**Cells coloured by class**

Scale bar: 20 um. Fill, decap, tap and diode cells in grey.
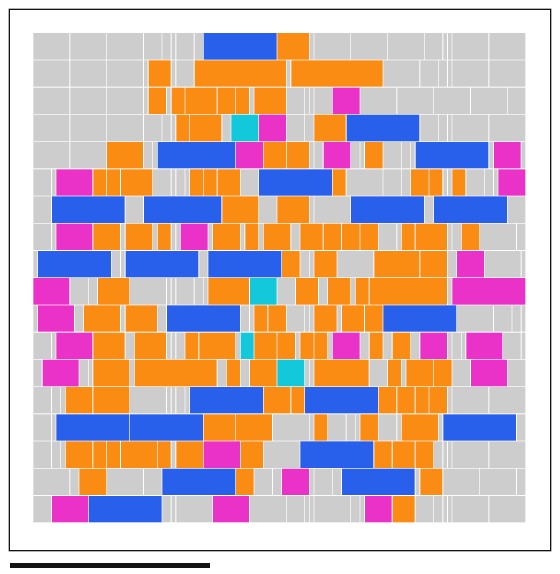
**Routing congestion**

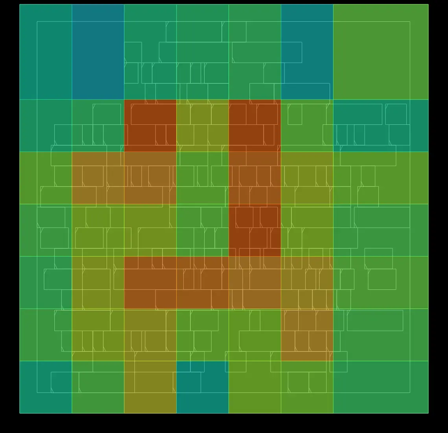
**Cell density map**

The die is cut into 11 by 11 equal tiles; black is low, pale yellow is high, 0 to 100% covered.
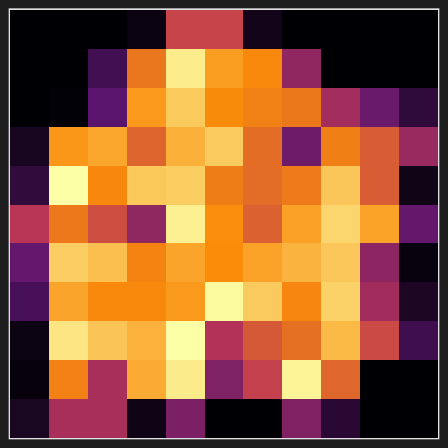
**Metal layers overlaid**

Scale bar: 20 um. Only two layers are drawn.
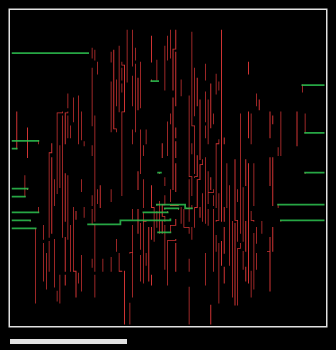
**Register map, names as in the netlist**

Scale bar: 20 um. Other sequential cells in the stronger grey, the rest of the logic in the fainter grey.
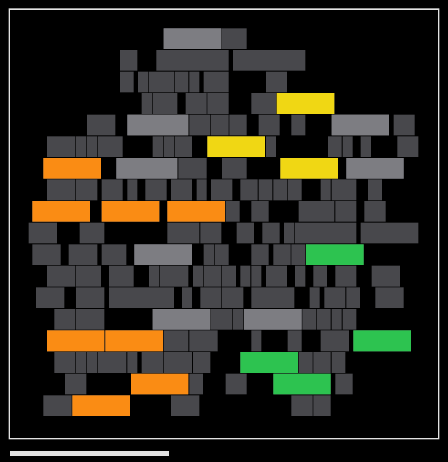
### config.mk
export PLATFORM = sky130hd
export DESIGN_NAME = parity_serial_tx
export DESIGN_NICKNAME = d
export VERILOG_FILES = /design/src/rtl/parity_serial_tx.sv
export SDC_FILE = /design/constraint.sdc
export NUM_CORES = 1
export LEC_CHECK = 0
export ABC_AREA = 0
export CAP_MARGIN = 25
export CORE_MARGIN = 2
export CORE_UTILIZATION = 47
export DETAILED_ROUTE_END_ITERATION = 12
export HOLD_SLACK_MARGIN = 0.15
export PLACE_DENSITY = 0.76
export SYNTH_ARGS = -nofsm -noshare
export SYNTH_HDL_FRONTEND = slang
export SYNTH_SLANG_ARGS = --single-unit
### constraint.sdc
create_clock -name clk -period 2 [get_ports clk]
set_input_delay 0.2 -clock clk [delete_from_list [all_inputs] [get_ports clk]]
set_output_delay 0.2 -clock clk [all_outputs]
set_load 0.1 [all_outputs]
### src/rtl/parity_serial_tx.sv
// parity_serial_tx
//   Takes a data word plus its upstream parity bit over valid/ready and sends
//   it as an asynchronous frame: start(0), data LSB first, parity, stop(1)s.
//   Parity is also recomputed here. A disagreement with parity_in raises
//   parity_err, but parity_in is still sent unchanged.
// Ports
//   clk, rst     : rising-edge clock, synchronous active-high reset
//   data_in      : word to transmit (DATA_WIDTH)
//   parity_in    : generator parity for data_in
//   data_valid   : data_in/parity_in valid
//   data_ready   : IDLE and not in reset (combinational)
//   tx_out       : serial line, idle high
//   busy         : frame in progress
//   frame_done   : 1-cycle pulse when the last stop bit completes
//   parity_err   : 1-cycle pulse the cycle after an acceptance with bad parity
module parity_serial_tx #(
  parameter int DATA_WIDTH   = 8,
  parameter int PARITY_TYPE  = 0,
  parameter int CLKS_PER_BIT = 16,
  parameter int STOP_BITS    = 1
) (
  input  logic                  clk,
  input  logic                  rst,
  input  logic [DATA_WIDTH-1:0] data_in,
  input  logic                  parity_in,
  input  logic                  data_valid,
  output logic                  data_ready,
  output logic                  tx_out,
  output logic                  busy,
  output logic                  frame_done,
  output logic                  parity_err
);
  localparam int CW = $clog2(CLKS_PER_BIT);
  localparam int BW = (DATA_WIDTH > 1) ? $clog2(DATA_WIDTH) : 1;
  localparam logic [CW-1:0] CNT_MAX  = CW'(CLKS_PER_BIT - 1);
  localparam logic [BW-1:0] BIT_LAST = BW'(DATA_WIDTH - 1);
  localparam logic          STOP_LAST = (STOP_BITS > 1);

  typedef enum logic [2:0] {IDLE, START, DATA, PARITY, STOP} state_t;

  state_t                state;
  logic [CW-1:0]         cnt;
  logic [BW-1:0]         bit_idx;
  logic                  stop_idx;
  logic [DATA_WIDTH-1:0] shreg;
  logic                  par_q;
  logic                  local_par;
  logic                  bit_end;
  logic [DATA_WIDTH-1:0] shreg_nxt;

  assign local_par  = (PARITY_TYPE != 0) ? ~(^data_in) : (^data_in);
  assign bit_end    = (cnt == CNT_MAX);
  assign shreg_nxt  = shreg >> 1;
  assign data_ready = (state == IDLE) && !rst;

  always_ff @(posedge clk) begin
    if (rst) begin
      state      <= IDLE;
      tx_out     <= 1'b1;
      busy       <= 1'b0;
      frame_done <= 1'b0;
      parity_err <= 1'b0;
      cnt        <= '0;
      bit_idx    <= '0;
      stop_idx   <= 1'b0;
      shreg      <= '0;
      par_q      <= 1'b0;
    end else begin
      frame_done <= 1'b0;
      parity_err <= 1'b0;
      // One counter paces every bit slot; it wraps at each bit boundary.
      if (state != IDLE) cnt <= bit_end ? '0 : cnt + 1'b1;
      case (state)
        IDLE: if (data_valid) begin
          shreg      <= data_in;
          par_q      <= parity_in;
          parity_err <= (parity_in != local_par);
          state      <= START;
          tx_out     <= 1'b0;
          busy       <= 1'b1;
          cnt        <= '0;
        end
        START: if (bit_end) begin
          state   <= DATA;
          bit_idx <= '0;
          tx_out  <= shreg[0];
        end
        DATA: if (bit_end) begin
          if (bit_idx == BIT_LAST) begin
            state  <= PARITY;
            tx_out <= par_q;     // sent as supplied, even if wrong
          end else begin
            bit_idx <= bit_idx + 1'b1;
            shreg   <= shreg_nxt;
            tx_out  <= shreg_nxt[0];
          end
        end
        PARITY: if (bit_end) begin
          state    <= STOP;
          stop_idx <= 1'b0;
          tx_out   <= 1'b1;
        end
        STOP: if (bit_end) begin
          if (stop_idx == STOP_LAST) begin
            state      <= IDLE;
            busy       <= 1'b0;
            frame_done <= 1'b1;
          end else begin
            stop_idx <= 1'b1;
          end
        end
        default: state <= IDLE;
      endcase
    end
  end
endmodule

==> out/notes.md <==
The run finished with clean final reports. Looking at the worst setup and hold paths, the clock pins of their registers show a slew of 0.13 ns. The report lists the number of standard-cell rows as 18. Summing over the stages, the warning tally comes to 27. The endpoint type of the worst setup path is a flip-flop.

In the per-layer summary, the met1 wirelength comes to 1.144 mm. The run gives 0.31 ns as the insertion delay to the later sink of the worst-skew pair. The share of synthesized area spent on multiplexers came out at 7.791%.

With the number of placed instances, taps included at 180, the area added between synthesis and finish is 25.72%. Cell internal power was estimated by the tool at 0.6508 mW. The required time at the worst endpoint is listed as 2.26 ns. STA classifies the critical path startpoint as a flip-flop.

Setup total negative slack on the finished layout was measured at 0 ns. The final report lists a non-filler cell total of 185. Synthesis produced 135 cells. Max-slew check failures listed in the final report amount to 0. The data arrival time at the worst-slack endpoint was 2.25 ns; the tightest hold margin was 0.4851 ns. For reference, compound AND-OR and OR-AND cells occupy 15.37% of the area reported after synthesis. Leaving out buffers and inverters, the combinational logic in the layout accounts for 723.2 sq um. The number of clock buffers added by TritonCTS is 3. The cell count listed in synth_stat.txt is 135. After Yosys synthesis, and, or, nand and nor cells account for 24.01% of the synthesized area.

The via count of the first global-routing pass was 925. The buffer cell driving the clock tree root was sky130_fd_sc_hd__clkbuf_4. Setup slack closes at 0.01274 ns. For the placer congestion estimate, the log shows 0.8227. The post-placement cell area is 1404 sq um.

With the count of final hold-check violations at 0, the setup slack at placement is 0.02294 ns. The run gives 0.001569 ns for the setup skew after layout. The number of antenna diodes in the final layout is 0.

With the residual DRC count at 0, the slack of the worst reg-to-reg path is 0.01 ns. TritonCTS built the clock tree. Overall power consumption after layout is estimated at 0.9301 mW. The buffer-and-inverter tally for the worst setup path is 0. Using the TritonRoute via totals, the vias-per-cell ratio works out to 5.465. Top power consumer group: registers. Switching power as a fraction of the total was reported as 30.03%. Per the synthesis report, the XOR/XNOR share of the synthesized area is 7.150%. The total area inside the core boundary comes to 2410 sq um. Counting along the longest clock path gives a buffer depth of 2. Per the post-route antenna check, the number of violating nets is 0. The layout has 4 clock buffers.

The number of H-tree levels was 1; the largest voltage drop on the vdd net was 0.4209 mV. The highest metal layer with signal wires is met4. The power share of the combinational group came out at 23.0%.

The worst hold path stage count was 2; the flip-flop and latch count was 23. The smallest clock period supported by the final layout is computed as 1.987 ns. During I/O placement, the number of pins put on the boundary was 17. Chip area in the Yosys report: 1172 sq um.

For this configuration, the core starts out at a cell density of 48.65%. The initial antenna violation count was 0; the final clock period utilization by the worst path was 99.36%. Non-clock buffering takes up 14.94% of total cell area after layout. For this run, the leading register cell type out of synthesis is sky130_fd_sc_hd__dfxtp_1. With the delay contributed by the slowest stage of the critical path at 0.41 ns, the combinational logic power is 0.214 mW. The number of maximum-capacitance violations recorded for the run is 0. Per the final report, the share of cell area in clock cells is 1.783%.

Among logic cells in the layout, the one with the most instances is sky130_fd_sc_hd__dfxtp_1. The relative max-transition margin came out at 65.79%. Number of iterations in the first detailed-routing pass: 6. Cell type with the largest total area: sky130_fd_sc_hd__dfxtp_1. The power share of the sequential group was 53.1%.

The area of the die was 2910 sq um. The total of flip-flops plus latches after synthesis is 23, and the final count of negative-setup-slack endpoints is 0. By area, logic gates come first. The post-synth count of flops with an enable pin is 0. Measured in cells, the most critical reg-to-reg path has a length of 6.

Multi-input logic portion of the cell area: 49.07%. The clock network burns 23.9% of the power. After synthesis, the most frequently instantiated cells are sky130_fd_sc_hd__dfxtp_1, sky130_fd_sc_hd__nor2_1, sky130_fd_sc_hd__nand2_1, sky130_fd_sc_hd__a21oi_1, sky130_fd_sc_hd__mux2i_1. For hold timing, the worst endpoint is shreg[7].

At the pin with the least slew margin, the transition time is 0.5125 ns. Per the post-synthesis report, the nets total 150. Family with the most delay on the worst path: simple AND/OR/NAND/NOR gates. The global routing report lists met3 layer usage as 3.333%.

Launch instance of the worst min-delay path: shreg[7]. The main area contributors are sky130_fd_sc_hd__dfxtp_1, sky130_fd_sc_hd__mux2i_1, sky130_fd_sc_hd__nor2_1, sky130_fd_sc_hd__a211oi_1, sky130_fd_sc_hd__xnor2_1. The tools report the capture point of the critical path as bit_idx[0]. The fraction of post-synthesis cell area in the top cell type by area is 39.27%, and the die span in y is 53.95 um. Static timing analysis puts the maximum clock frequency at 0.5032 GHz.

Synthesis instantiated 34 different standard cells from the library. For the total length of routed met2 wires, the log shows 1.154 mm. Clock network power for this build is 0.222 mW. Per the STA report, the cell with the highest stage delay on the worst path is sky130_fd_sc_hd__or3b_1.

The synthesized netlist occupies a cell area of 1172 sq um. The number of setup buffers added after CTS is 0. Non-clock buffers in the final layout number 24. The first global-routing pass estimated 3.967 mm of wire.

The path length in cells of the critical path was 6; the number of multi-input combinational cells in the layout was 103. The share of final-layout standard cells stronger than drive strength 1 came out at 16.13%. Summing the sequential cell areas from Yosys gives 39.27% of the chip area. Recorded from the global router log, the overflow total was 0. Counting the fill cells in the layout gives 207.

Detailed-route iteration 0 reported a violation count of 9. Count of inverters other than clock inverters in the layout: 1. For reference, the top logic cell family by area is simple AND/OR/NAND/NOR gates. The number of warnings reported in the yosys synthesis log came out at 0. The critical path is of the flip-flop to flip-flop type.

The register with the most flip-flops in the layout has 8 of them. The synthesized area per cell works out to 8.684 sq um. sky130_fd_sc_hd__dfxtp_1 is the most common cell in the netlist. The report shows a maximum critical-path fanout of 6. The most critical setup path has its startpoint at bit_idx[0]. In this run the critical register-to-register path is captured at bit_idx[0].

Measured along the x axis, the die boundary spans 53.95 um. The number of well taps came out at 30. STA lists the startpoint of the worst register-to-register path as bit_idx[0]. The power per cell area is 631.1 nW/um^2.
Notes on 'cells coloured by class' above:
- other buffers and delay cells: magenta (cells 24)
- flops: blue (cells 23)
- clock drivers and dummy loads: cyan (cells 4)
- combinational and other logic: orange (cells 104)
Seq/total area: 31.41%
Final Util: 61.16%
post-route cell area: 1474 sq um

Notes on 'routing congestion' above:
layer carrying the most global-route usage: met2
met1 demand-to-capacity share in global routing: 22.70%
global routing usage on met2: 32.32%
combined global-route utilization of all metal layers: 19.07%
average wire per cell in the routed design: 13.22 um

Notes on 'cell density map' above:
- mean over tiles: 49%
- tiles over 75% full: 30%
- nearly empty tiles: 17%

Notes on 'metal layers overlaid' above:
- metal 3: green (wire length 90.3 um)
- metal 2: red (wire length 1,160 um)
overall routed net length: 2.445 mm
overall via count from detail_route: 1,011

Notes on 'register map, names as in the netlist' above:
- shreg: orange (sequential cells 8)
- state: yellow (sequential cells 3)
- cnt: green (sequential cells 4; where lower right)
- not coloured: 8
Sequential Area: 462.9 sq um
power of the sequential group: 0.494 mW

No activity file was given, so power comes from the tool's default toggle rates.
